`config.mk`:
```
export PLATFORM = sky130hd
export DESIGN_NAME = mc_ctrl_flat
export DESIGN_NICKNAME = d
export VERILOG_FILES = /design/src/rtl/mc_if.sv /design/src/rtl/mc_ctrl.sv /design/src/flat_wrapper.sv
export SDC_FILE = /design/constraint.sdc
export NUM_CORES = 1
export LEC_CHECK = 0
export CELL_PAD_IN_SITES_DETAIL_PLACEMENT = 0
export CELL_PAD_IN_SITES_GLOBAL_PLACEMENT = 1
export CORE_MARGIN = 2
export CORE_UTILIZATION = 33
export DETAILED_ROUTE_END_ITERATION = 7
export PLACE_DENSITY_LB_ADDON = 0.1
export SLEW_MARGIN = 20
export SYNTH_ARGS = -nofsm -noshare
export SYNTH_HDL_FRONTEND = slang
export SYNTH_SLANG_ARGS = --single-unit
```
`constraint.sdc`:
```
create_clock -name clk -period 3.2 [get_ports clk]
set_input_delay 0.8 -clock clk [delete_from_list [all_inputs] [get_ports clk]]
set_output_delay 0.8 -clock clk [all_outputs]
set_load 0.02 [all_outputs]
```
`src/rtl/mc_if.sv`:
```
// Control bundle between the multicycle controller and its datapath:
// decoded IR fields and flags in, write enables and mux selects out.
interface mc_if;
  logic [5:0]  op;
  logic [5:0]  funct;
  logic        zero;
  logic        pc_we;
  logic        ir_we;
  logic        reg_we;
  logic        mem_we;
  logic [2:0]  alu_op;
  logic        alu_src_b;
  logic [1:0]  reg_dst;
  logic [1:0]  wd_sel;
  logic        ext_op;
  logic [1:0]  npc_sel;
  logic [2:0]  state;
  logic        instr_done;
  logic [31:0] instr_cnt;

  modport master (
    output op, funct, zero,
    input  pc_we, ir_we, reg_we, mem_we, alu_op, alu_src_b, reg_dst, wd_sel,
           ext_op, npc_sel, state, instr_done, instr_cnt
  );

  modport slave (
    input  op, funct, zero,
    output pc_we, ir_we, reg_we, mem_we, alu_op, alu_src_b, reg_dst, wd_sel,
           ext_op, npc_sel, state, instr_done, instr_cnt
  );
endinterface

```
`src/rtl/mc_ctrl.sv`:
```
// Multicycle controller for a small MIPS subset: IF/ID/EX/MEM/WB FSM with
// combinational control decode and a retired-instruction counter.
module mc_ctrl (
  input  logic clk,
  input  logic reset,
  mc_if.slave  bus
);
  typedef enum logic [2:0] {
    S_IF  = 3'd0,
    S_ID  = 3'd1,
    S_EX  = 3'd2,
    S_MEM = 3'd3,
    S_WB  = 3'd4
  } state_e;

  logic [2:0]  state_q;
  state_e      state_d;
  logic [31:0] instr_cnt_q;
  logic [31:0] instr_cnt_d;

  logic is_rtype, is_addu, is_subu, is_jr, is_ori, is_lui;
  logic is_lw, is_sw, is_beq, is_j, is_jal, needs_ex;

  logic       pc_we, ir_we, reg_we, mem_we, instr_done;
  logic       alu_src_b, ext_op;
  logic [2:0] alu_op;
  logic [1:0] reg_dst, wd_sel, npc_sel;

  always_comb begin
    is_rtype = (bus.op == 6'b000000);
    is_addu  = is_rtype && (bus.funct == 6'b100001);
    is_subu  = is_rtype && (bus.funct == 6'b100011);
    is_jr    = is_rtype && (bus.funct == 6'b001000);
    is_ori   = (bus.op == 6'b001101);
    is_lui   = (bus.op == 6'b001111);
    is_lw    = (bus.op == 6'b100011);
    is_sw    = (bus.op == 6'b101011);
    is_beq   = (bus.op == 6'b000100);
    is_j     = (bus.op == 6'b000010);
    is_jal   = (bus.op == 6'b000011);
    needs_ex = is_addu | is_subu | is_ori | is_lui | is_lw | is_sw | is_beq;
  end

  always_comb begin
    state_d   = S_IF;
    pc_we     = 1'b0;
    ir_we     = 1'b0;
    reg_we    = 1'b0;
    mem_we    = 1'b0;
    reg_dst   = 2'b00;
    wd_sel    = 2'b00;
    npc_sel   = 2'b00;
    ext_op    = is_lw | is_sw | is_beq;
    alu_src_b = is_ori | is_lui | is_lw | is_sw;
    if (is_subu || is_beq)  alu_op = 3'b001;
    else if (is_ori)        alu_op = 3'b010;
    else if (is_lui)        alu_op = 3'b011;
    else                    alu_op = 3'b000;

    case (state_q)
      S_IF: begin
        ir_we   = 1'b1;
        pc_we   = 1'b1;
        state_d = S_ID;
      end
      S_ID: begin
        if (is_j) begin
          pc_we   = 1'b1;
          npc_sel = 2'b10;
        end else if (is_jal) begin
          pc_we   = 1'b1;
          npc_sel = 2'b10;
          reg_we  = 1'b1;
          reg_dst = 2'b10;
          wd_sel  = 2'b10;
        end else if (is_jr) begin
          pc_we   = 1'b1;
          npc_sel = 2'b11;
        end else if (needs_ex) begin
          state_d = S_EX;
        end
      end
      S_EX: begin
        if (is_beq) begin
          pc_we   = bus.zero;
          npc_sel = 2'b01;
        end else if (is_lw || is_sw) begin
          state_d = S_MEM;
        end else if (is_addu || is_subu || is_ori || is_lui) begin
          state_d = S_WB;
        end
      end
      S_MEM: begin
        if (is_sw)      mem_we  = 1'b1;
        else if (is_lw) state_d = S_WB;
      end
      S_WB: begin
        reg_we  = 1'b1;
        reg_dst = (is_addu || is_subu) ? 2'b01 : 2'b00;
        wd_sel  = is_lw ? 2'b01 : 2'b00;
      end
      default: state_d = S_IF;
    endcase

    instr_done = (state_d == S_IF);

    // Reset must suppress every side effect even while the FSM still shows an old state.
    if (!reset) begin
      pc_we      = 1'b0;
      ir_we      = 1'b0;
      reg_we     = 1'b0;
      mem_we     = 1'b0;
      instr_done = 1'b0;
    end

    instr_cnt_d = instr_cnt_q + {31'd0, instr_done};
  end

  always_ff @(posedge clk or negedge reset) begin
    if (!reset) begin
      state_q     <= S_IF;
      instr_cnt_q <= '0;
    end else begin
      state_q     <= state_d;
      instr_cnt_q <= instr_cnt_d;
    end
  end

  assign bus.pc_we      = pc_we;
  assign bus.ir_we      = ir_we;
  assign bus.reg_we     = reg_we;
  assign bus.mem_we     = mem_we;
  assign bus.alu_op     = alu_op;
  assign bus.alu_src_b  = alu_src_b;
  assign bus.reg_dst    = reg_dst;
  assign bus.wd_sel     = wd_sel;
  assign bus.ext_op     = ext_op;
  assign bus.npc_sel    = npc_sel;
  assign bus.state      = state_q;
  assign bus.instr_done = instr_done;
  assign bus.instr_cnt  = instr_cnt_q;
endmodule

```
`src/flat_wrapper.sv`:
```
// flat-port wrapper written by rule: the top's interface ports become plain ports
module mc_ctrl_flat 
  (clk, reset, bus_op, bus_funct, bus_zero, bus_pc_we, bus_ir_we, bus_reg_we, bus_mem_we, bus_alu_op, bus_alu_src_b, bus_reg_dst, bus_wd_sel, bus_ext_op, bus_npc_sel, bus_state, bus_instr_done, bus_instr_cnt);
  mc_if bus_i ();
  input  logic clk;
  input  logic reset;
  input wire logic [$bits(bus_i.op)-1:0] bus_op;
  input wire logic [$bits(bus_i.funct)-1:0] bus_funct;
  input wire logic [$bits(bus_i.zero)-1:0] bus_zero;
  output wire logic [$bits(bus_i.pc_we)-1:0] bus_pc_we;
  output wire logic [$bits(bus_i.ir_we)-1:0] bus_ir_we;
  output wire logic [$bits(bus_i.reg_we)-1:0] bus_reg_we;
  output wire logic [$bits(bus_i.mem_we)-1:0] bus_mem_we;
  output wire logic [$bits(bus_i.alu_op)-1:0] bus_alu_op;
  output wire logic [$bits(bus_i.alu_src_b)-1:0] bus_alu_src_b;
  output wire logic [$bits(bus_i.reg_dst)-1:0] bus_reg_dst;
  output wire logic [$bits(bus_i.wd_sel)-1:0] bus_wd_sel;
  output wire logic [$bits(bus_i.ext_op)-1:0] bus_ext_op;
  output wire logic [$bits(bus_i.npc_sel)-1:0] bus_npc_sel;
  output wire logic [$bits(bus_i.state)-1:0] bus_state;
  output wire logic [$bits(bus_i.instr_done)-1:0] bus_instr_done;
  output wire logic [$bits(bus_i.instr_cnt)-1:0] bus_instr_cnt;
  assign bus_i.op = bus_op;
  assign bus_i.funct = bus_funct;
  assign bus_i.zero = bus_zero;
  assign bus_pc_we = bus_i.pc_we;
  assign bus_ir_we = bus_i.ir_we;
  assign bus_reg_we = bus_i.reg_we;
  assign bus_mem_we = bus_i.mem_we;
  assign bus_alu_op = bus_i.alu_op;
  assign bus_alu_src_b = bus_i.alu_src_b;
  assign bus_reg_dst = bus_i.reg_dst;
  assign bus_wd_sel = bus_i.wd_sel;
  assign bus_ext_op = bus_i.ext_op;
  assign bus_npc_sel = bus_i.npc_sel;
  assign bus_state = bus_i.state;
  assign bus_instr_done = bus_i.instr_done;
  assign bus_instr_cnt = bus_i.instr_cnt;
  mc_ctrl u_core (.clk(clk), .reset(reset), .bus(bus_i));
endmodule
```
==> run_1/metal_density.png <==
(4 px per µm) The die is cut into 16 by 16 equal tiles; dark purple is low, yellow is high, scaled to the fullest tile. Values are wire area over tile area, all layers added.
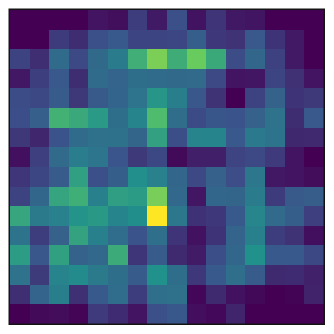
nearly empty tiles	8.6%
tiles over half the peak	10%
mean over tiles	0.12

==> run_1/layer_met3.png <==
(4 px per µm) Cells faint in the background.
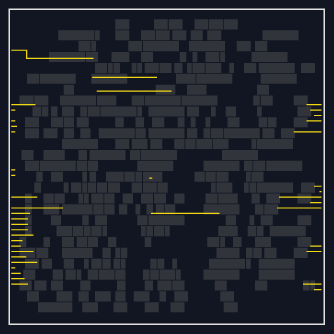
nets with wire on the layer	39
wire length on this layer	209 µm
longest straight run	18.4 µm
share of all routed wire	4.6%

==> flow_metrics.tcl, run 1 <==
# collected from the flow reports
set metrics [dict create \
    status "finished clean" \
    cts_tree "yes" \
    final_max_slew_viol_count 0 \
    edf_count 0 \
    ys_sh_mux_pct 0 \
    yosys.area.top_type "dfrtp_1" \
    critPathRequiredTime_ns 3.41 \
    cellPowerDensity_nw_per_um2 425.4 \
    fin_nets 308 \
    syn_area_um2 1827 \
    hpwl_um 3406 \
    wl_per_cell_um 12.53 \
    antenna_found_initial 0 \
    grt_pass1_wl_um 7576 \
    ioPinCount 66 \
    drt_wl_total_um 4562 \
    h-tree-depth 2 \
    syn_avg_cell_area_um2 9.717 \
    setup_ws_ns 0.1680 \
    ys.flops 35 \
    critPathMaxStageDelay_ns 0.55 \
    yosys_warnings 0 \
    p_int_mw 0.8691 \
    rows 27 \
    drc 0 \
    max_freq_ghz 0.3298 \
    ys_top_logic_family "simple AND/OR/NAND/NOR gates" \
    cts_buffer_depth 2 \
    comb_power_share_pct 29.4 \
    drtIter0Drc 37 \
    ys_cells 188 \
    core_area_um2 5439 \
    hold_path.class "input port to asynchronous set/reset pin" \
    ys_sh_adder_pct 1.370 \
    setup_violations 0 \
    ff_type "dfrtp_1" \
    placedCellCount 348 \
    drive_gt1_share_pct 33.22 \
    top_cell "dfrtp_1" \
    sw_frac_of_total_pct 31.90 \
    cap_violations 0 \
    first_pass_iters 4 \
    rsz0062_at_grt "no" \
    cp_top_family "simple AND/OR/NAND/NOR gates" \
    cp_num_buf_inv 1 \
    synthArstFlopShare_pct 100.0 \
    vias 1678 \
    synthesis.nets 205 \
    power.leakage_nw 1.363 \
    die_w_um 78.40 \
    area_growth_pct 64.25 \
    yosysSeqAreaShare_pct 47.95 \
    die_h_um 78.40 \
    grt_pass1_vias 1594 \
    gp_congestion 0.7732 \
    period_needed_ns 3.032 \
    path_class "input port to register" \
    final_cells 364 \
    grt_overflow_total 0 \
    die-area_um2 6147 \
    clk_pin_slew_ns 0.07 \
    clkPwrFrac_pct 28.0 \
    top_cells_by_count "35 x dfrtp_1, 22 x nor2_1, 20 x nand2_1" \
    crit_chain "buf_2, or3_4, or2_4, nand4_1, a32oi_1, nor3b_2, ha_2, ha_4, nand2_4, or4_4, nor2_4, xor2_1" \
    synth.distinct_cells 39 \
    yosys.area_share.xor_xnor_pct 14.38 \
    area_leaders "dfrtp_1 48%, xnor2_1 7.2%, xor2_1 7.2%" \
    fp_util_pct 33.59 \
    root_buffer "clkbuf_8" \
    grt_max_degree 19 \
    portBuffers 64 \
    synthCells 188 \
    arrival_ns 3.24 \
    synthSimpleGateAreaFrac_pct 27.67 \
    nFillCells 517 \
    dp_slack_ns -0.6562 \
    grt_use_total_pct 15.57 \
    pwr-share-seq_pct 42.6 \
]
==> run_1/clocks.png <==
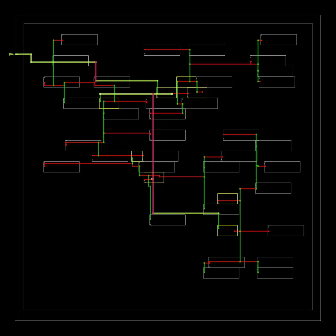
clk_lat worst skew: 0.29 ns
Final Skew: 0.004417 ns
clock buffer count in the final layout: 7
CTS Sinks: 35
CTS Buf Count: 5

run 1: power groups by stage:
stage | combinational [mW] | sequential, mW | clock [mW]
after global routing | 0.411 | 0.553 | 0.395
after global placement | 0.367 | 0.551 | 0
after CTS | 0.377 | 0.544 | 0.371
final | 0.376 | 0.543 | 0.357
after floorplan | 0.128 | 0.591 | 0
after detailed placement | 0.369 | 0.550 | 0
run 1: cells in the final DEF, fill, tap and decap left out, types with 2 or more instances in the layout:
cell type,instances
clkbuf_2,5
inv_1,4
dlygate4sd2_1,7
buf_2,7
clkbuf_8,7
nor2_1,13
buf_4,40
nor4_4,2
a21oi_1,4
nand3_1,12
xor2_1,15
nor2_4,2
o21ai_0,2
and4_1,2
dfrtp_1,35
nor3_1,3
and3_1,5
clkdlybuf4s15_2,6
clkdlybuf4s50_1,37
nand2_1,19
nor2b_1,2
nand3_2,2
nor2_2,7
nor3_2,2
xnor2_1,15
nand4_1,6
or4_4,3
run 1: worst reg2reg max path: stages (launching register included):
cell	delay [ns]
dfrtp_1	0.50
nor2_1	0.16
nand4_1	0.13
a32oi_1	0.07
nor3b_2	0.24
ha_2	0.26
ha_4	0.15
nand2_4	0.05
or4_4	0.55
nor2_4	0.13
xor2_1	0.14
run 1: layout make-up:
cell class | instances | area (µm²) | share of cell area (%)
sequential | 35 | 875.8 | 29.19
clock inverter | 1 | 7.507 | 0.2502
clock buffer | 7 | 96.34 | 3.211
inverter | 4 | 15.01 | 0.5004
multi-input combinational | 142 | 1046 | 34.86
tap | 72 | 90.09 | 3.002
timing repair buffer | 103 | 869.6 | 28.98
run 1: per-layer routing:
layer	global-route usage, %	up-vias	wire length [µm]
met3	4.138	5	208
met4	3.333	0	35
met1	21.91	777	2240
met5	0	-	0
met2	24.14	42	2077
li1	-	854	-
run 1: per-stage QoR:
stage / power (mW) / area (µm²) / util (%)
global route: 1.359 / 3000 / 55.16
CTS: 1.292 / 2983 / 54.84
floorplan: 0.7194 / 1908 / -
global placement: 0.9186 / 2805 / 51.58
finish: 1.276 / 3000 / 55.16
detailed placement: 0.9189 / 2805 / 51.58
run 1: final timing paths:
kind | from | endpoint | slack [ns] | cells after the start
worst min register to register | u_core.bus.instr_cnt[31] | u_core.bus.instr_cnt[31] | 0.47 | 1
min in group clk | u_core.bus.instr_cnt[31] | u_core.bus.instr_cnt[31] | 0.47 | 1
max in group asynchronous | reset | u_core.bus.instr_cnt[10] | 2.39 | 2
worst min-delay path | reset | u_core.bus.state[0] | 0.34 | 1
worst max-delay path | bus_op[1] | u_core.bus.instr_cnt[28] | 0.17 | 12
worst max register to register | u_core.bus.state[2] | u_core.bus.instr_cnt[28] | 0.75 | 10
run 1: registers in the layout, indices dropped and copies added, names as in the netlist:
| signal | cells |
|---|---|
| u_core.bus.state | 3 |
| u_core.bus.instr_cnt | 32 |
run 1: cell families after synthesis:
logic type,count (synthesis)
other cells,1
fa+ha+maj,2
compound gates,15
xor+xnor,30
simple gates,94
flops,35
buf+inv,11
run 1: what timing repair did:
action,in CTS,in global routing
gates resized,75,17
setup endpoints to repair,28,17
hold buffers,0,0
setup buffers,6,2
pin swaps,17,13
--- run 2 (diff from run 1) ---
--- a/config.mk
+++ b/config.mk
@@ -11,6 +11,7 @@
 export CORE_UTILIZATION = 33
 export DETAILED_ROUTE_END_ITERATION = 7
 export PLACE_DENSITY_LB_ADDON = 0.1
+export REMOVE_ABC_BUFFERS = 1
 export SLEW_MARGIN = 20
 export SYNTH_ARGS = -nofsm -noshare
 export SYNTH_HDL_FRONTEND = slang
==> run 2 against run 1 <==
Net effect:
- core utilization grew 3.1 points
- clock-buffer cell count is 1 lower
- total power grew 1.5%
- critical path type unchanged
- critical endpoint is now u_core.bus.instr_cnt[31]
- largest cell class is now non-clock buffers
==> flow_metrics.tcl, run 2 <==
# collected from the flow reports
set metrics [dict create \
    comb_power_share_pct 33.7 \
    crit_path_frequent_cell "buf_6" \
    die-area_um2 6147 \
    area_leaders "dfrtp_1 48%, xnor2_1 7.2%, xor2_1 7.2%" \
    critPathMaxStageDelay_ns 0.56 \
    lay_top_cells "54 x buf_4, 37 x clkdlybuf4s50_1, 35 x dfrtp_1" \
    period_needed_ns 3.179 \
    path_class "input port to register" \
    portBuffers 64 \
    warnings 27 \
    yosys_warnings 0 \
    insertion_delay_ns 0.29 \
    crit_fanout 5 \
    ys_top_logic_family "simple AND/OR/NAND/NOR gates" \
    finalClockSkew_ns 0.006245 \
    wl_per_cell_um 14.19 \
    drt_wl_total_um 5450 \
    pwr-share-seq_pct 42.3 \
    fin_nets 328 \
    synthArstFlopShare_pct 100.0 \
    first_pass_iters 4 \
    total_power_mw 1.295 \
    synth.top_cell.area_share_pct 47.95 \
    rsz0062_at_grt "yes" \
    ys_cells 188 \
    power.leakage_nw 1.488 \
    top_cell "dfrtp_1" \
    ir_drop_mv 0.4849 \
    viasPerCell 4.695 \
    hpwl_um 3623 \
    core_area_um2 5439 \
    grt_pass1_vias 1792 \
    aoi_share_pct 5.342 \
    placedCellCount 348 \
    cts_tree "yes" \
    yosys.area_share.xor_xnor_pct 14.38 \
    die_w_um 78.40 \
    cp-startpoint "bus_op[3]" \
    top_cells_by_count "35 x dfrtp_1, 22 x nor2_1, 20 x nand2_1" \
    ys.flops 35 \
    cts-buffers-inserted 5 \
    p_sw_mw 0.4317 \
    ioPinCount 66 \
    hold_path.class "input port to asynchronous set/reset pin" \
    ant_nets 0 \
    max_freq_ghz 0.3146 \
    sw_frac_of_total_pct 33.34 \
    crit_slowest_cell "or4_4" \
    clkPwrFrac_pct 23.9 \
    root_buffer "clkbuf_8" \
    nFillCells 504 \
    edf_count 0 \
    synthCells 188 \
    syn_area_um2 1827 \
    largest_reg_flops 32 \
    grt_overflow_total 0 \
    worstReg2RegStart "u_core.bus.state[2]" \
    cp_num_buf_inv 3 \
    ff_type "dfrtp_1" \
    crit_path_start_kind "input port" \
    drive_gt1_share_pct 33.97 \
    fin_setup_tns_ns 0 \
    vias 1803 \
    die_h_um 78.40 \
    grt_max_degree 32 \
    drc 0 \
    cellPowerDensity_nw_per_um2 408.9 \
    critPathRequiredTime_ns 3.41 \
    drtIter0Drc 46 \
    synth.distinct_cells 39 \
    synthSimpleGateAreaFrac_pct 27.67 \
    period_used_pct 99.35 \
    antenna_found_initial 0 \
    mostFrequentLayoutCell "buf_4" \
    p_int_mw 0.8633 \
    final_max_slew_viol_count 0 \
    grt_pass1_wl_um 8852 \
    cap_violations 0 \
    gp_congestion 0.8145 \
    cts_buffer_depth 2 \
    arrival_ns 3.39 \
    hold_viol_final 0 \
    critPathCaptureType "register" \
    fp_util_pct 33.59 \
    ys_sh_adder_pct 1.370 \
    yosys_area_um2 1827 \
    syn_avg_cell_area_um2 9.717 \
    crit_chain "buf_6, or3_4, or2_4, nand4_1, buf_4, a32oi_2, nor3b_2, ha_2, buf_6, nand3_4, or4_4, nor3_4, xor2_1" \
    fin_area_um2 3167 \
    final_cells 384 \
    placed_cell_area_um2 2756 \
    hold_slack_ns 0.3745 \
    n_antenna_cell 0 \
    area_growth_pct 73.36 \
    grt_use_total_pct 18.52 \
    setup_violations 0 \
    yosys.area.top_type "dfrtp_1" \
    status "finished clean" \
    cts.sinks 35 \
    ys_sh_mux_pct 0 \
    clk_pin_slew_ns 0.07 \
    cp_top_family "simple AND/OR/NAND/NOR gates" \
    yosysSeqAreaShare_pct 47.95 \
    h-tree-depth 2 \
    rows 27 \
]
[run 2: worst paths after layout]
kind / depth (start not counted) / end / slack, ns
min reg2reg: 1 / u_core.bus.instr_cnt[31] / 0.47
max: 13 / u_core.bus.instr_cnt[31] / 0.02
max in group asynchronous: 2 / u_core.bus.instr_cnt[1] / 2.17
max reg2reg: 18 / u_core.bus.state[2] / 0.21
min: 1 / u_core.bus.instr_cnt[4] / 0.37
min in group clk: 1 / u_core.bus.instr_cnt[31] / 0.47
[run 2: kinds of logic (layout without fill, tap and decap cells)]
family / after synthesis / after routing
adder cells (fa/ha/maj): 2 / 2
AND-OR/OR-AND: 15 / 15
buffers and inverters: 11 / 135
XOR/XNOR: 30 / 30
flip-flops: 35 / 35
AND/OR/NAND/NOR: 94 / 94
other: 1 / 1
[run 2: cell type report]
cell class | instances | area (µm²) | share of cell area, %
clock buffer | 6 | 72.57 | 2.292
clock inverter | 2 | 12.51 | 0.3951
inverter | 4 | 15.01 | 0.4741
multi-input combinational | 142 | 1028 | 32.48
sequential | 35 | 875.8 | 27.66
tap | 72 | 90.09 | 2.845
timing repair buffer | 123 | 1072 | 33.86
[run 2: worst register-to-register path, stage by stage (launching register included)]
cell     delay [ns]
dfrtp_1        0.49
nor2_2         0.25
nand4_1        0.17
buf_4          0.16
buf_4          0.12
buf_4          0.12
buf_4          0.13
buf_4          0.12
buf_4          0.12
buf_4          0.12
buf_4          0.12
buf_4          0.13
buf_4          0.13
buf_4          0.12
buf_4          0.12
buf_4          0.12
buf_4          0.12
buf_4          0.12
o32ai_2        0.12
[run 2: metrics by stage]
step	setup slack, ns	utilization [%]
floorplan	-0.8613	-
global placement	-0.8012	50.68
detailed placement	-0.8248	50.68
CTS	-0.03897	56.41
global route	-0.09532	58.22
finish	0.02091	58.22
[run 2: power groups by stage]
stage | combinational, mW | clock, mW | sequential [mW]
after floorplan | 0.110 | 0 | 0.588
after global routing | 0.468 | 0.348 | 0.558
final | 0.437 | 0.310 | 0.548
after global placement | 0.355 | 0 | 0.551
after CTS | 0.396 | 0.323 | 0.543
after detailed placement | 0.357 | 0 | 0.548
[run 2: what timing repair did]
action / 4_1_cts / 5_1_grt
pin swaps: 11 / 15
endpoints found under the setup margin: 38 / 26
hold buffers: 0 / 0
gates resized: 55 / 41
buffers inserted: 22 / 7
[run 2: layer usage]
layer  track usage, %  routed length, µm  vias to the layer above
met5                0                  0                        -
met1            25.62               2545                      848
met3            3.793                190                        9
met2            28.71               2626                       49
met4            6.842                 87                        0
li1                 -                  -                      897
==> run_2/placement_by_type.png <==
(6 px per µm)
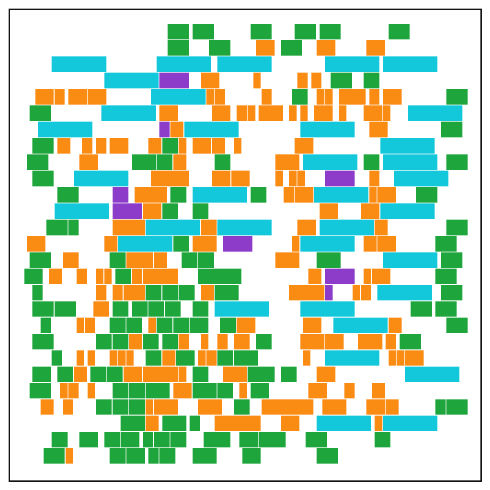
color	class	cells	share of their area
purple	clock drivers and dummy loads	8	2.8%
cyan	flops	35	28%
green	other buffers and delay cells	123	35%
orange	combinational and other logic	146	34%

==> run_2/clocks.png <==
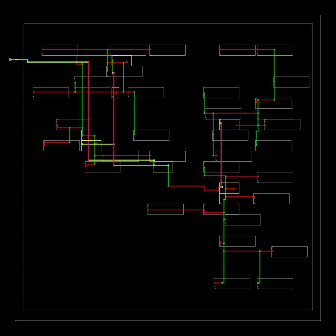
Flop Count: 35
clock network power: 0.310 mW

==> run_2/metal_density.png <==
(4 px per µm) The die is cut into 16 by 16 equal tiles; dark purple is low, yellow is high, scaled to the fullest tile. Values are wire area over tile area, all layers added.
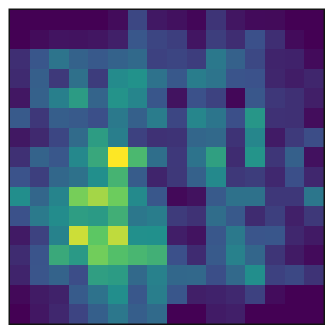
densest ninth of the die	left middle
emptiest ninth of the die	top right
tiles over half the peak	11%

Power and IR drop assume default switching activity.
